===== src/rtl/game_pkg.sv =====
// game_pkg: shared constants, debouncer state type and helpers for the
// box-moving game's player input path.
package game_pkg;

    // Bit positions of each move in key_n / dir / held
    localparam int KEY_RIGHT = 0;
    localparam int KEY_FWD   = 1;
    localparam int KEY_LEFT  = 2;

    // Default timing for a 50 MHz system clock
    localparam int DEF_DEBOUNCE_CYCLES = 250000;     // 5 ms
    localparam int DEF_REPEAT_DELAY    = 25000000;   // 500 ms
    localparam int DEF_REPEAT_PERIOD   = 12500000;   // 250 ms

    typedef enum logic [1:0] {
        REL        = 2'd0,
        PRESS_WAIT = 2'd1,
        HELD       = 2'd2,
        REL_WAIT   = 2'd3
    } deb_state_t;

    function automatic int max3(input int a, input int b, input int c);
        int m;
        m = (a > b) ? a : b;
        return (m > c) ? m : c;
    endfunction

    // Left and right together cancel each other; forward is untouched
    function automatic logic [2:0] resolve_dir(input logic [2:0] p);
        logic [2:0] r;
        r = '0;
        r[KEY_FWD] = p[KEY_FWD];
        if (!(p[KEY_LEFT] && p[KEY_RIGHT])) begin
            r[KEY_LEFT]  = p[KEY_LEFT];
            r[KEY_RIGHT] = p[KEY_RIGHT];
        end
        return r;
    endfunction

endpackage


===== src/rtl/key_debounce.sv =====
// key_debounce: 2-flop synchroniser and 4-state debouncer for one
// active-low push-button. Emits a one-cycle press event when a press is
// accepted and a debounced held level. Optional auto-repeat while the key
// stays held is enabled by defining PLAYER_AUTOREPEAT_EN.
module key_debounce
    import game_pkg::*;
#(
    parameter int DEBOUNCE_CYCLES = DEF_DEBOUNCE_CYCLES,
    parameter int REPEAT_DELAY    = DEF_REPEAT_DELAY,
    parameter int REPEAT_PERIOD   = DEF_REPEAT_PERIOD
) (
    input  logic clk,
    input  logic reset_n,
    input  logic key_n,
    output logic press,
    output logic held
);

    localparam int CNT_W = $clog2(max3(DEBOUNCE_CYCLES, REPEAT_DELAY, REPEAT_PERIOD) + 1);
    localparam logic [CNT_W-1:0] DEB_LIMIT = CNT_W'(DEBOUNCE_CYCLES);

    logic             sync1_reg;
    logic             sync2_reg;
    logic             pressed;
    deb_state_t       state_reg, state_next;
    logic [CNT_W-1:0] cnt_reg, cnt_next;
    logic             deb_press;

    assign pressed = ~sync2_reg;

    // Bring the asynchronous button into the clock domain; idle is released (1)
    always_ff @(posedge clk) begin
        if (!reset_n) begin
            sync1_reg <= 1'b1;
            sync2_reg <= 1'b1;
        end else begin
            sync1_reg <= key_n;
            sync2_reg <= sync1_reg;
        end
    end

    // Debouncer state and stability counter
    always_ff @(posedge clk) begin
        if (!reset_n) begin
            state_reg <= REL;
            cnt_reg   <= '0;
        end else begin
            state_reg <= state_next;
            cnt_reg   <= cnt_next;
        end
    end

    // Next state: a level change is accepted only after DEBOUNCE_CYCLES
    // further stable samples; any opposite sample aborts the attempt
    always_comb begin
        state_next = state_reg;
        cnt_next   = cnt_reg;
        deb_press  = 1'b0;
        case (state_reg)
            REL: begin
                if (pressed) begin
                    state_next = PRESS_WAIT;
                    cnt_next   = '0;
                end
            end
            PRESS_WAIT: begin
                if (!pressed) begin
                    state_next = REL;
                    cnt_next   = '0;
                end else if (cnt_reg == DEB_LIMIT) begin
                    state_next = HELD;
                    cnt_next   = '0;
                    deb_press  = 1'b1;
                end else if (cnt_reg != '1) begin
                    cnt_next = cnt_reg + 1'b1;
                end
            end
            HELD: begin
                if (!pressed) begin
                    state_next = REL_WAIT;
                    cnt_next   = '0;
                end
            end
            REL_WAIT: begin
                if (pressed) begin
                    state_next = HELD;
                    cnt_next   = '0;
                end else if (cnt_reg == DEB_LIMIT) begin
                    state_next = REL;
                    cnt_next   = '0;
                end else if (cnt_reg != '1) begin
                    cnt_next = cnt_reg + 1'b1;
                end
            end
            default: begin
                state_next = REL;
                cnt_next   = '0;
            end
        endcase
    end

    assign held = (state_reg == HELD) || (state_reg == REL_WAIT);

`ifdef PLAYER_AUTOREPEAT_EN
    localparam logic [CNT_W-1:0] REP_FIRST_LIMIT = CNT_W'(REPEAT_DELAY - 1);
    localparam logic [CNT_W-1:0] REP_NEXT_LIMIT  = CNT_W'(REPEAT_PERIOD - 1);

    logic [CNT_W-1:0] rep_cnt_reg, rep_cnt_next;
    logic             rep_first_reg, rep_first_next;
    logic             rep_press;

    // Repeat counter: runs only while steadily in HELD, restarts on every entry
    always_ff @(posedge clk) begin
        if (!reset_n) begin
            rep_cnt_reg   <= '0;
            rep_first_reg <= 1'b1;
        end else begin
            rep_cnt_reg   <= rep_cnt_next;
            rep_first_reg <= rep_first_next;
        end
    end

    // First repeat after REPEAT_DELAY cycles in HELD, then every REPEAT_PERIOD
    always_comb begin
        rep_cnt_next   = '0;
        rep_first_next = 1'b1;
        rep_press      = 1'b0;
        if (state_reg == HELD && pressed) begin
            rep_first_next = rep_first_reg;
            if (rep_cnt_reg == (rep_first_reg ? REP_FIRST_LIMIT : REP_NEXT_LIMIT)) begin
                rep_press      = 1'b1;
                rep_first_next = 1'b0;
            end else if (rep_cnt_reg != '1) begin
                rep_cnt_next = rep_cnt_reg + 1'b1;
            end else begin
                rep_cnt_next = rep_cnt_reg;
            end
        end
    end

    assign press = deb_press | rep_press;
`else
    assign press = deb_press;
`endif

endmodule


===== src/rtl/player_move_input.sv =====
// player_move_input: turns the three raw player buttons into one-shot,
// registered move requests held on dir until the controller's update
// strobe consumes them. Auto-repeat of held keys is enabled by defining
// PLAYER_AUTOREPEAT_EN.
module player_move_input
    import game_pkg::*;
#(
    parameter int DEBOUNCE_CYCLES = DEF_DEBOUNCE_CYCLES,
    parameter int REPEAT_DELAY    = DEF_REPEAT_DELAY,
    parameter int REPEAT_PERIOD   = DEF_REPEAT_PERIOD
) (
    input  logic       clk,
    input  logic       reset_n,
    input  logic [2:0] key_n,
    input  logic       update,
    output logic [2:0] dir,
    output logic [2:0] held
);

    logic [2:0] press;
    logic [2:0] pend_reg, pend_next;
    logic [2:0] dir_reg;

    generate
        for (genvar gi = 0; gi < 3; gi++) begin : g_key
            key_debounce #(
                .DEBOUNCE_CYCLES (DEBOUNCE_CYCLES),
                .REPEAT_DELAY    (REPEAT_DELAY),
                .REPEAT_PERIOD   (REPEAT_PERIOD)
            ) u_key_debounce (
                .clk     (clk),
                .reset_n (reset_n),
                .key_n   (key_n[gi]),
                .press   (press[gi]),
                .held    (held[gi])
            );
        end
    endgenerate

    // Update clears every pending move, but a press in the same cycle survives
    always_comb begin
        pend_next = (update ? 3'b000 : pend_reg) | press;
    end

    // Pending moves and the resolved direction are both registered
    always_ff @(posedge clk) begin
        if (!reset_n) begin
            pend_reg <= 3'b000;
            dir_reg  <= 3'b000;
        end else begin
            pend_reg <= pend_next;
            dir_reg  <= resolve_dir(pend_next);
        end
    end

    assign dir = dir_reg;

endmodule


===== config.mk =====
export PLATFORM = sky130hd
export DESIGN_NAME = player_move_input
export DESIGN_NICKNAME = d
export VERILOG_FILES = /design/src/rtl/game_pkg.sv /design/src/rtl/key_debounce.sv /design/src/rtl/player_move_input.sv
export SDC_FILE = /design/constraint.sdc
export NUM_CORES = 1
export LEC_CHECK = 0
export CORE_MARGIN = 2
export CORE_UTILIZATION = 40
export DETAILED_ROUTE_END_ITERATION = 16
export GPL_TIMING_DRIVEN = 0
export SLEW_MARGIN = 20
export SYNTH_ARGS = -nofsm -noshare
export SYNTH_HDL_FRONTEND = slang
export SYNTH_HIERARCHICAL = 1
export SYNTH_SLANG_ARGS = --single-unit
export TNS_END_PERCENT = 50

===== constraint.sdc =====
create_clock -name clk -period 2.9 [get_ports clk]
set_clock_uncertainty 0.05 [all_clocks]
set_input_delay 0.29 -clock clk [delete_from_list [all_inputs] [get_ports clk]]
set_output_delay 0.29 -clock clk [all_outputs]
set_load 0.01 [all_outputs]

==> results.yml, run 1 <==
# implementation run metrics
setup_path:
  worst-path-max-fanout: 10
  cp_slowest_stage_delay_ns: 0.61
  worst_ep_required_time_ns: 3.14
  critical_path.endpoint_type: "flop"
  ff2ff_setup_slack_ns: 0.38
  worstSetupPathType: "reg2reg"
  cp_data_arrival_time_ns: 2.75
  critical_path_s_slowest_cell: "sky130_fd_sc_hd__nor4_2"
  worst_r2r_path_depth: 7
  cp-start-kind: "flop"
  crit_end: "g_key[0].u_key_debounce/cnt_reg[12]"
  worstReg2RegEnd: "g_key[0].u_key_debounce/cnt_reg[12]"
  critical_path_origin: "g_key[0].u_key_debounce/cnt_reg[0]"
  r2r_start: "g_key[0].u_key_debounce/cnt_reg[0]"
synthesis:
  netlist.top_cell.by_area: "sky130_fd_sc_hd__dfxtp_1"
  async_reset_ff_frac: 0
  synthesis.area_sq_um: 5480
  yosys-mux-area-fraction: 0.00616
  synth_nets: 673
  ys_dominant_reg_cell: "sky130_fd_sc_hd__dfxtp_1"
  ys_cells: 661
  seq_area_frac_synth: 0.336
  ys_warn_count: 6
  synthDominantCellAreaShare: 0.336
  synthTopCellsByArea: "sky130_fd_sc_hd__dfxtp_1, sky130_fd_sc_hd__a31oi_1, sky130_fd_sc_hd__nand2_1"
  synth.cells.most_frequent: "sky130_fd_sc_hd__dfxtp_1, sky130_fd_sc_hd__nand2_1, sky130_fd_sc_hd__a31oi_1"
  synthXorXnorAreaFrac: 0.00958
  synth-area-yosys_sq_um: 5480
  synth.comb.largest_family: "simple AND/OR/NAND/NOR gates"
  synthMostInstantiatedCell: "sky130_fd_sc_hd__dfxtp_1"
  syn_inst: 661
  postSynthAreaPerCell_sq_um: 8.30
  synth_adder_area_share: 0.0137
  synthDistinctLibCells: 56
  post_synth_and_or_nand_nor_area_fraction: 0.305
power_and_ir_drop:
  powerClk_w: 0.00133
  vdd.ir_drop.worst_mv: 0.316
  power.combinational.total_w: 0.000116
  power_density_nw_per_um2: 447
  power_switching_w: 0.000649
  largestPowerGroup: "clock"
  switching_share: 0.236
  power.leakage_nw: 1.98
  internal_power_w: 0.00210
  seqPwrFrac: 0.474
hold_path:
  hold_path_class: "reg2reg"
  timing.hold.worst_endpoint: "g_key[0].u_key_debounce/sync2_reg"
  depth_of_the_worst_hold_timing_path: 1
clocking:
  cts_num_sinks: 92
  cts-root-to-sink-buffers: 2
  cts-buffers-inserted: 9
  postCtsSetupBuffers: 0
  clockRootBuffer: "sky130_fd_sc_hd__clkbuf_16"
  cts_max_level: 3
  cts-hold-fix-buffers: 0
  post_cts_resize_count: 0
  clk_lat_worst_skew_ns: 0.35
  cts_tree: "done"
drt:
  starting_drt_drc_count: 491
  routed_wirelength_mm: 15.0
  met2_length_mm: 7.00
  drt_drc_violations_left: 0
  max_used_layer: "met4"
  via_per_inst: 6.24
  wl_met1_mm: 6.88
  met3_wirelength_um: 785
  route.vias.total: 5395
  postRouteAntennaNets: 0
timing:
  timing.hold.ws_ns: 0.358
  maxClockFrequency_ghz: 0.397
  worst_pin_slew_ns: 0.760
  fin_crit_sh: 0.868
  finalHoldViolCount: 0
  fin_crit_period_ns: 2.52
  rsz0062_at_grt: "no"
floorplan:
  die_width_um: 121
  die_h_um: 121
  fp.coreArea_sq_um: 13300
  well_tap_count: 176
  floorplan.initialDensity: 0.412
global_routing:
  antenna_found_initial: 0
  grt_first_pass_wirelength_mm: 25.3
  gr-usage-met1: 0.286
  grt_use_total: 0.215
  gr-max-usage-layer: "met2"
cells_and_area:
  mi_logic_area_sq_um: 3310
  clockBufferCount: 9
  final_layout_size_suffix_gt1_frac: 0.100
  flow.area_growth_from_synthesis_pct: 12.0
  final_cell_area_sq_um: 6140
  num-nonclk-inverters: 29
  comb_area_frac: 0.538
  multiInputCombCellCount: 500
  n_all_buffers: 51
  layout_buffering_overhead_excluding_clock_cells: 0.0546
  final_cells: 864
  numSequentialCells: 92
  fillers: 1309
  antenna-diode-count: 0
  largest_register_ff_count: 75
  dominant-cell-class: "multi-input combinational cells"
  nNetsFinal: 695
place:
  detailedPlace.worstSlack_ns: 0.384
  port_buffers: 11
  place_inst: 848
  globalplace.congestion: 0.910
  place_hpwl_mm: 10.8
job:
  maxCapViolCount: 0
  tool_warnings: 29
status:
  status: "finished, final reports clean"
run 1: cells in the final DEF (no fill, tap or decap), types with 5 or more instances in the layout:
cell type and count:
sky130_fd_sc_hd__and2_1 6, sky130_fd_sc_hd__nand2_1 54, sky130_fd_sc_hd__a211oi_1 6, sky130_fd_sc_hd__nor4_1 6
sky130_fd_sc_hd__a21oi_1 40, sky130_fd_sc_hd__nand4_1 27, sky130_fd_sc_hd__nor3_1 15, sky130_fd_sc_hd__nor4_4 6
sky130_fd_sc_hd__nor2_1 30, sky130_fd_sc_hd__clkbuf_1 27, sky130_fd_sc_hd__a31oi_1 45, sky130_fd_sc_hd__or4_1 15
sky130_fd_sc_hd__inv_1 29, sky130_fd_sc_hd__o21a_1 5, sky130_fd_sc_hd__ha_1 6, sky130_fd_sc_hd__clkbuf_16 9
sky130_fd_sc_hd__nand3_1 39, sky130_fd_sc_hd__o31a_1 6, sky130_fd_sc_hd__nor3b_1 6, sky130_fd_sc_hd__o211ai_1 15
sky130_fd_sc_hd__and3_1 18, sky130_fd_sc_hd__buf_6 9, sky130_fd_sc_hd__a21o_1 12, sky130_fd_sc_hd__nand2b_1 13
sky130_fd_sc_hd__or3_1 9, sky130_fd_sc_hd__and4_1 9, sky130_fd_sc_hd__o2111ai_1 9, sky130_fd_sc_hd__clkdlybuf4s50_1 11
sky130_fd_sc_hd__o211ai_2 6, sky130_fd_sc_hd__dfxtp_1 92, sky130_fd_sc_hd__o21ai_0 18, sky130_fd_sc_hd__or4b_1 6
sky130_fd_sc_hd__a41oi_1 6, sky130_fd_sc_hd__o21ai_2 6
run 1: worst max-delay path: cells and delay by family, from the launching register on:
kind | cells | cell delay, ns
compound gates | 2 | 0.37
simple gates | 3 | 1.03
fa+ha+maj | 1 | 0.26
flops | 1 | 0.46
buf+inv | 1 | 0.28
run_1/final_congestion.png
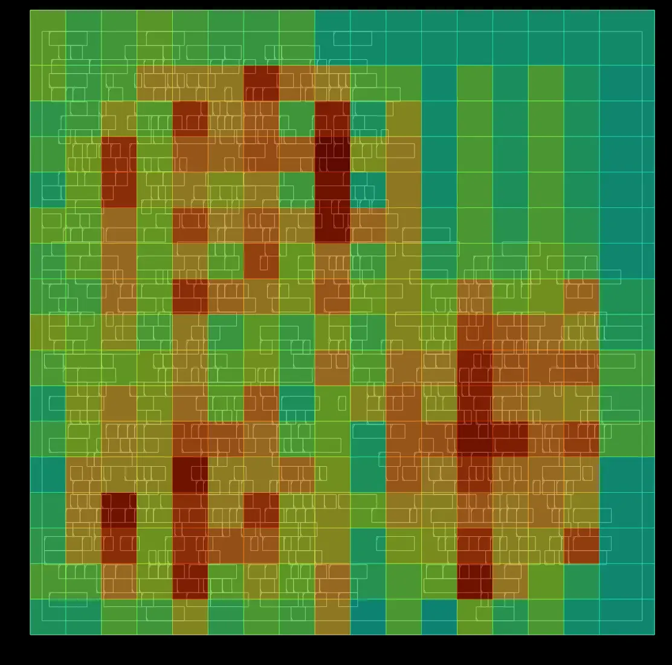
GR Layer Usage met3: 0.0357
wire length per cell: 17.3 um
end-of-flow core utilization: 0.462
met2 track demand over resource: 0.343

run_1/cell_classes.png
The bar under the picture is 20 um long. Fill, decap, tap and diode cells in gray.
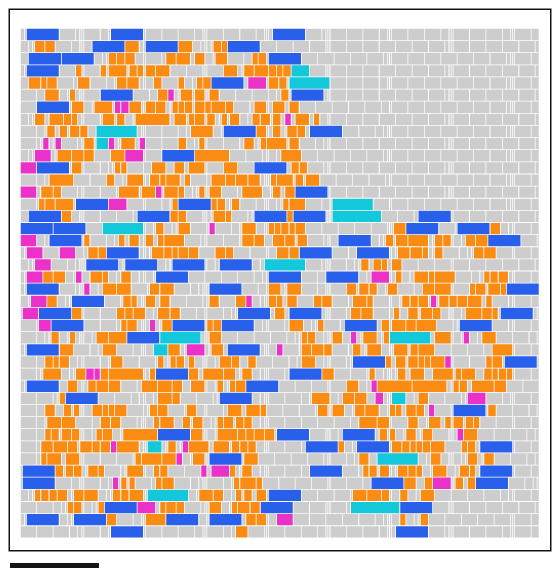
color	class	cells
cyan	clock drivers and dummy loads	16
blue	flip-flops	92
orange	all other logic	529
magenta	other buffers and delay cells	51

run_1/registers.png
The bar under the picture is 20 um long. Other sequential cells in the stronger gray, the rest of the logic in the fainter gray.
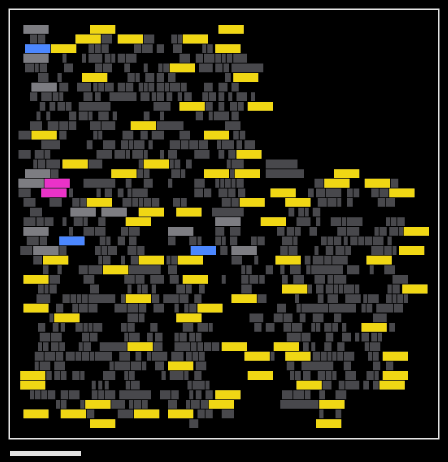
color	signal	flops
yellow	`g_key.u_key_debounce/cnt_reg`	75
magenta	`dir`	2
blue	`g_key.u_key_debounce/sync2_reg`	3
not colored	12
sequential share of cell area: 0.300
sequential cell area in the final layout: 1840 sq um
power drawn by the sequential cells: 0.00130 W

==> run 2, diff against run 1 <==
==> constraint.sdc (replaced) <==
create_clock -name clk -period 2.85 [get_ports clk]
set_clock_uncertainty 0.05 [all_clocks]
set_input_delay 0.285 -clock clk [delete_from_list [all_inputs] [get_ports clk]]
set_output_delay 0.285 -clock clk [all_outputs]
set_load 0.01 [all_outputs]
run_2/metal_stack.png
The bar under the picture is 20 um long. Only two layers are drawn.
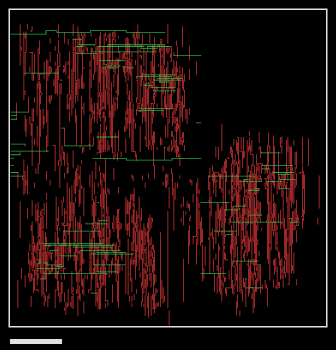
color	layer	wire length
red	met2	7,000 um
green	met3	785 um
vias after detailed routing: 5,395
detailed-route wire length: 15.0 mm
total routing resource utilization after global routing: 0.215

==> run 2 against run 1 <==
  * Routed wire length is the same
  * Register-to-register slack lost 0.05 ns
  * Sequential share of layout area stayed put
  * Clock power about the same
  * Non-clock buffer count unchanged
  * Maximum frequency did not move
  * Global-route usage is the same
  * Core utilization unchanged
  * Combinational power about the same
==> results.yml, run 2 <==
# implementation run metrics
synthesis:
  syn_inst: 661
  synthDominantCellAreaShare: 0.336
  synthDistinctLibCells: 56
  synth.cells.most_frequent: "sky130_fd_sc_hd__dfxtp_1, sky130_fd_sc_hd__nand2_1, sky130_fd_sc_hd__a31oi_1"
  synthTopCellsByArea: "sky130_fd_sc_hd__dfxtp_1, sky130_fd_sc_hd__a31oi_1, sky130_fd_sc_hd__nand2_1"
  seq_area_frac_synth: 0.336
  ys_dominant_reg_cell: "sky130_fd_sc_hd__dfxtp_1"
  synth_nets: 673
  ys_cells: 661
  synthesis.area_sq_um: 5480
  netlist.top_cell.by_area: "sky130_fd_sc_hd__dfxtp_1"
  postSynthAreaPerCell_sq_um: 8.30
  synthMostInstantiatedCell: "sky130_fd_sc_hd__dfxtp_1"
place:
  port_buffers: 11
  place_inst: 848
  place_hpwl_mm: 10.8
power_and_ir_drop:
  seqPwrFrac: 0.474
  internal_power_w: 0.00213
  switching_share: 0.236
  power.leakage_nw: 1.98
  power_density_nw_per_um2: 455
cells_and_area:
  most-common-layout-cells: "sky130_fd_sc_hd__dfxtp_1, sky130_fd_sc_hd__nand2_1, sky130_fd_sc_hd__a31oi_1"
  flow.area_growth_from_synthesis_pct: 12.0
  register_area_sq_um: 1840
  final_cells: 864
  dominant-cell-class: "multi-input combinational cells"
  final_common_cell: "sky130_fd_sc_hd__dfxtp_1"
  numSequentialCells: 92
  final_layout_size_suffix_gt1_frac: 0.100
  n_all_buffers: 51
  final_util: 0.462
  final_cell_area_sq_um: 6140
  largest_register_ff_count: 75
  multiInputCombCellCount: 500
  clockBufferCount: 9
  layout_buffering_overhead_excluding_clock_cells: 0.0546
  seq_share: 0.300
  fillers: 1309
  antenna-diode-count: 0
clocking:
  cts-root-to-sink-buffers: 2
  postCtsSetupBuffers: 0
  cts-hold-fix-buffers: 0
  cts_num_sinks: 92
  post_cts_resize_count: 0
  cts-buffers-inserted: 9
  clockRootBuffer: "sky130_fd_sc_hd__clkbuf_16"
  cts_tree: "done"
setup_path:
  worst_ep_required_time_ns: 3.09
  cp_data_arrival_time_ns: 2.75
  worstSetupPathType: "reg2reg"
  cp-start-kind: "flop"
  worst-path-max-fanout: 10
  critical_path.endpoint_type: "flop"
drt:
  met2_length_mm: 7.00
  drt-wirelength-per-cell_um: 17.3
  max_used_layer: "met4"
  wl_met1_mm: 6.88
  met3_wirelength_um: 785
  starting_drt_drc_count: 491
  via_per_inst: 6.24
  drt_drc_violations_left: 0
timing:
  timing.hold.ws_ns: 0.358
  rsz0062_at_grt: "no"
  finalHoldViolCount: 0
  fin_crit_period_ns: 2.52
  fin_crit_sh: 0.884
  worst_pin_slew_ns: 0.760
job:
  tool_warnings: 29
  maxCapViolCount: 0
floorplan:
  floorplan.initialDensity: 0.412
  die_width_um: 121
  die_h_um: 121
  well_tap_count: 176
  fp.coreArea_sq_um: 13300
status:
  status: "finished, final reports clean"
global_routing:
  antenna_found_initial: 0
  gr-usage-met1: 0.286
  grt.met3_usage: 0.0357
  use_met2: 0.343
hold_path:
  hold_path_class: "reg2reg"
run 2: kinds of logic (layout without fill, tap and decap cells):
kind of cell             count (synthesis)  count (layout)  share of synthesized area
multiplexers                             3               3                    0.00616
XOR/XNOR                                 6               6                    0.00958
adder cells (fa/ha/maj)                  6               6                     0.0137
AND/OR/NAND/NOR                        276             276                      0.305
AND-OR/OR-AND                          209             209                      0.269
flip-flops                              92              92                      0.336
buffers and inverters                   69              96                     0.0609
run 2: power groups by stage:
stage / registers (W) / logic (W) / clock network [W]
after CTS: 0.00132 / 0.000119 / 0.00138
final: 0.00132 / 0.000119 / 0.00135
after global routing: 0.00133 / 0.000133 / 0.00143
after global placement: 0.00135 / 0.000113 / 0
after detailed placement: 0.00135 / 0.000118 / 0
after floorplan: 0.00135 / 0.0000807 / 0
run 2: worst paths after layout:
kind                                       from                                   to  slack [ns]  cells after the start
min reg2reg   g_key[0].u_key_debounce/sync1_reg    g_key[0].u_key_debounce/sync2_reg        0.36                      1
max reg2reg  g_key[0].u_key_debounce/cnt_reg[0]  g_key[0].u_key_debounce/cnt_reg[12]        0.33                      7
min           g_key[0].u_key_debounce/sync1_reg    g_key[0].u_key_debounce/sync2_reg        0.36                      1
max          g_key[0].u_key_debounce/cnt_reg[0]  g_key[0].u_key_debounce/cnt_reg[12]        0.33                      7
run 2: worst max-delay path, stage by stage, from the launching register on:
cell,delay [ns]
sky130_fd_sc_hd__dfxtp_1,0.46
sky130_fd_sc_hd__ha_1,0.26
sky130_fd_sc_hd__nand3_2,0.22
sky130_fd_sc_hd__nor4_2,0.61
sky130_fd_sc_hd__nand2_1,0.20
sky130_fd_sc_hd__clkbuf_1,0.28
sky130_fd_sc_hd__a21o_1,0.23
sky130_fd_sc_hd__a31oi_1,0.14
==> run 3, diff against run 2 <==
--- a/config.mk
+++ b/config.mk
@@ -5,7 +5,7 @@
 export SDC_FILE = /design/constraint.sdc
 export NUM_CORES = 1
 export LEC_CHECK = 0
-export CORE_MARGIN = 2
+export CORE_MARGIN = 1
 export CORE_UTILIZATION = 40
 export DETAILED_ROUTE_END_ITERATION = 16
 export GPL_TIMING_DRIVEN = 0
run_3/density.png
12 x 12 tiles, from black (low) to pale yellow (high), 0 to 100% covered.
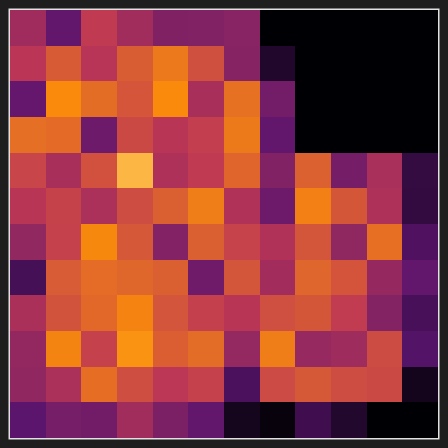
nearly empty tiles	13%
tiles over 75% full	1.4%
mean over tiles	41%

==> run 3 against run 2 <==
  * Final area decreased by 0.81%
  * Setup slack lost 0.015 ns
  * Core utilization down 0.38 points
  * Worst hold slack improved by 0.0029 ns
  * Sequential power hardly changed
  * Critical path depth unchanged
  * Sequential cell count unchanged
  * Maximum frequency decreased by 0.60%
  * Critical path type unchanged
  * Largest power group is now sequential cells
  * Highest routed layer unchanged
==> results.yml, run 3 <==
# implementation run metrics
global_routing:
  maximum_number_of_pins_on_one_net_before_global_route_repair: 16
  grt.met3_usage: 0.0316
  gr-max-usage-layer: "met2"
  antenna_found_initial: 0
  grt_overflow_total: 0
  gr-usage-met1: 0.283
  use_met2: 0.343
  grt_use_total: 0.214
clocking:
  path_clk_slew_ns: 0.07
  cts-root-to-sink-buffers: 2
  cts-buffers-inserted: 9
  cts-hold-fix-buffers: 0
  post_cts_resize_count: 0
  clk_lat_worst_skew_ns: 0.35
  postCtsSetupBuffers: 0
  cts_tree: "done"
  cts_max_level: 3
  cts_num_sinks: 92
  clockRootBuffer: "sky130_fd_sc_hd__clkbuf_16"
drt:
  drt_drc_violations_left: 0
  starting_drt_drc_count: 505
  postRouteAntennaNets: 0
  route.vias.total: 5395
  routed_wirelength_mm: 14.8
  drt-wirelength-per-cell_um: 17.1
  via_per_inst: 6.24
place:
  globalplace.congestion: 0.901
  place_inst: 848
  post_dp_cell_area_sq_um: 5810
  place_hpwl_mm: 10.7
  detailedPlace.worstSlack_ns: 0.359
  port_buffers: 11
cells_and_area:
  nNetsFinal: 695
  fillers: 1317
  final_layout_size_suffix_gt1_frac: 0.0974
  flow.area_growth_from_synthesis_pct: 11.1
  antenna-diode-count: 0
  largest_register_ff_count: 75
  final_cells: 864
  final_util: 0.458
  final_cell_area_sq_um: 6090
  most-common-layout-cells: "sky130_fd_sc_hd__dfxtp_1, sky130_fd_sc_hd__nand2_1, sky130_fd_sc_hd__a31oi_1"
  final_common_cell: "sky130_fd_sc_hd__dfxtp_1"
timing:
  fin_crit_sh: 0.889
  fin_tns_setup_ns: 0
  worst_pin_slew_ns: 0.649
  final_critical_path_setup_slack_ns: 0.316
  rsz0062_at_grt: "no"
  timing.hold.ws_ns: 0.361
  fin_crit_period_ns: 2.53
  finalHoldViolCount: 0
  final-setup-viol-count: 0
  timing_max_transition_violations_final: 0
  max-slew-margin-rel: 0.563
synthesis:
  async_reset_ff_frac: 0
  ys_dominant_reg_cell: "sky130_fd_sc_hd__dfxtp_1"
  seq_area_frac_synth: 0.336
  post_synthesis_sequential_element_count: 92
  synth.cells.most_frequent: "sky130_fd_sc_hd__dfxtp_1, sky130_fd_sc_hd__nand2_1, sky130_fd_sc_hd__a31oi_1"
  ys_cells: 661
  synth_adder_area_share: 0.0137
  ys_sh_aoi: 0.269
  synthTopCellsByArea: "sky130_fd_sc_hd__dfxtp_1, sky130_fd_sc_hd__a31oi_1, sky130_fd_sc_hd__nand2_1"
  postSynthAreaPerCell_sq_um: 8.30
  synth-area-yosys_sq_um: 5480
  synthDistinctLibCells: 56
  yosys-mux-area-fraction: 0.00616
  synthesis.area_sq_um: 5480
  synth_nets: 673
  synth.comb.largest_family: "simple AND/OR/NAND/NOR gates"
  syn_inst: 661
  synthMostInstantiatedCell: "sky130_fd_sc_hd__dfxtp_1"
  synthDominantCellAreaShare: 0.336
  synthXorXnorAreaFrac: 0.00958
  ys_warn_count: 6
  netlist.top_cell.by_area: "sky130_fd_sc_hd__dfxtp_1"
  post_synth_and_or_nand_nor_area_fraction: 0.305
status:
  status: "finished, final reports clean"
power_and_ir_drop:
  power_density_nw_per_um2: 425
  power.leakage_nw: 1.95
  vdd.ir_drop.worst_mv: 0.273
setup_path:
  cp_slowest_stage_delay_ns: 0.59
  cp_data_arrival_time_ns: 2.75
  crit_path_cell_trace: "ha_1 > nand3_2 > nor4_2 > nand2_1 > clkbuf_1 > a21o_1 > a31oi_1"
  worstSetupPathType: "reg2reg"
  worst_ep_required_time_ns: 3.07
  critical_path_s_slowest_cell: "sky130_fd_sc_hd__nor4_2"
  cp-start-kind: "flop"
  worst-path-max-fanout: 10
  critical_path.endpoint_type: "flop"
floorplan:
  fp.dieArea_sq_um: 14200
  core.rowCount: 42
  die_width_um: 119
  floorplan.initialDensity: 0.412
  die_h_um: 119
  num_io_pins: 12
  fp.coreArea_sq_um: 13300
job:
  maxCapViolCount: 0
  tool_warnings: 29
hold_path:
  hold_path_class: "reg2reg"
==> run 3: routing by layer <==
metal  share of wire  vias to the layer above  wire length (um)
met2            0.46                      185              6780
met3           0.052                       25               774
met5               0                        -                 0
met4           0.020                        0               292
met1            0.47                     2590              6920
li1                -                     2595                 -
==> run 3: area by class of cell <==
type,count,area (sq um),area share
Buffer,40,225,0.0370
Clock buffer,12,246,0.0404
Clock inverter,4,33.8,0.00554
Inverter,29,109,0.0179
Multi-Input combinational cell,500,3310,0.543
Sequential cell,92,1840,0.302
Tap cell,176,220,0.0361
Timing Repair Buffer,11,110,0.0181
==> run 3: report_power, final <==
part	internal, W	leakage (nW)	switching [W]
registers	0.00130	0.743	0.0000251
logic	0.0000479	1.08	0.0000677
clock network	0.000623	0.133	0.000524
==> run 3: cell families (layout without fill, tap and decap cells) <==
kind of cell | count (synthesis) | count (layout)
buf+inv | 69 | 96
flops | 92 | 92
compound gates | 209 | 209
mux | 3 | 3
fa+ha+maj | 6 | 6
simple gates | 276 | 276
xor+xnor | 6 | 6
==> run 3: path summary, 6_finish.rpt <==
check	from	slack [ns]	depth (start not counted)	end
setup reg to reg	g_key[1].u_key_debounce/cnt_reg[0]	0.32	7	g_key[1].u_key_debounce/cnt_reg[12]
hold reg to reg	g_key[1].u_key_debounce/sync1_reg	0.36	1	g_key[1].u_key_debounce/sync2_reg
hold / removal	g_key[1].u_key_debounce/sync1_reg	0.36	1	g_key[1].u_key_debounce/sync2_reg
setup / recovery	g_key[1].u_key_debounce/cnt_reg[0]	0.32	7	g_key[1].u_key_debounce/cnt_reg[12]
==> run 3: critical path, delay by kind of cell (launching register included) <==
family | cells | cell delay (ns)
flops | 1 | 0.48
buf+inv | 1 | 0.28
simple gates | 3 | 1.00
compound gates | 2 | 0.39
fa+ha+maj | 1 | 0.26
Power is estimated from default activity; no workload was simulated.
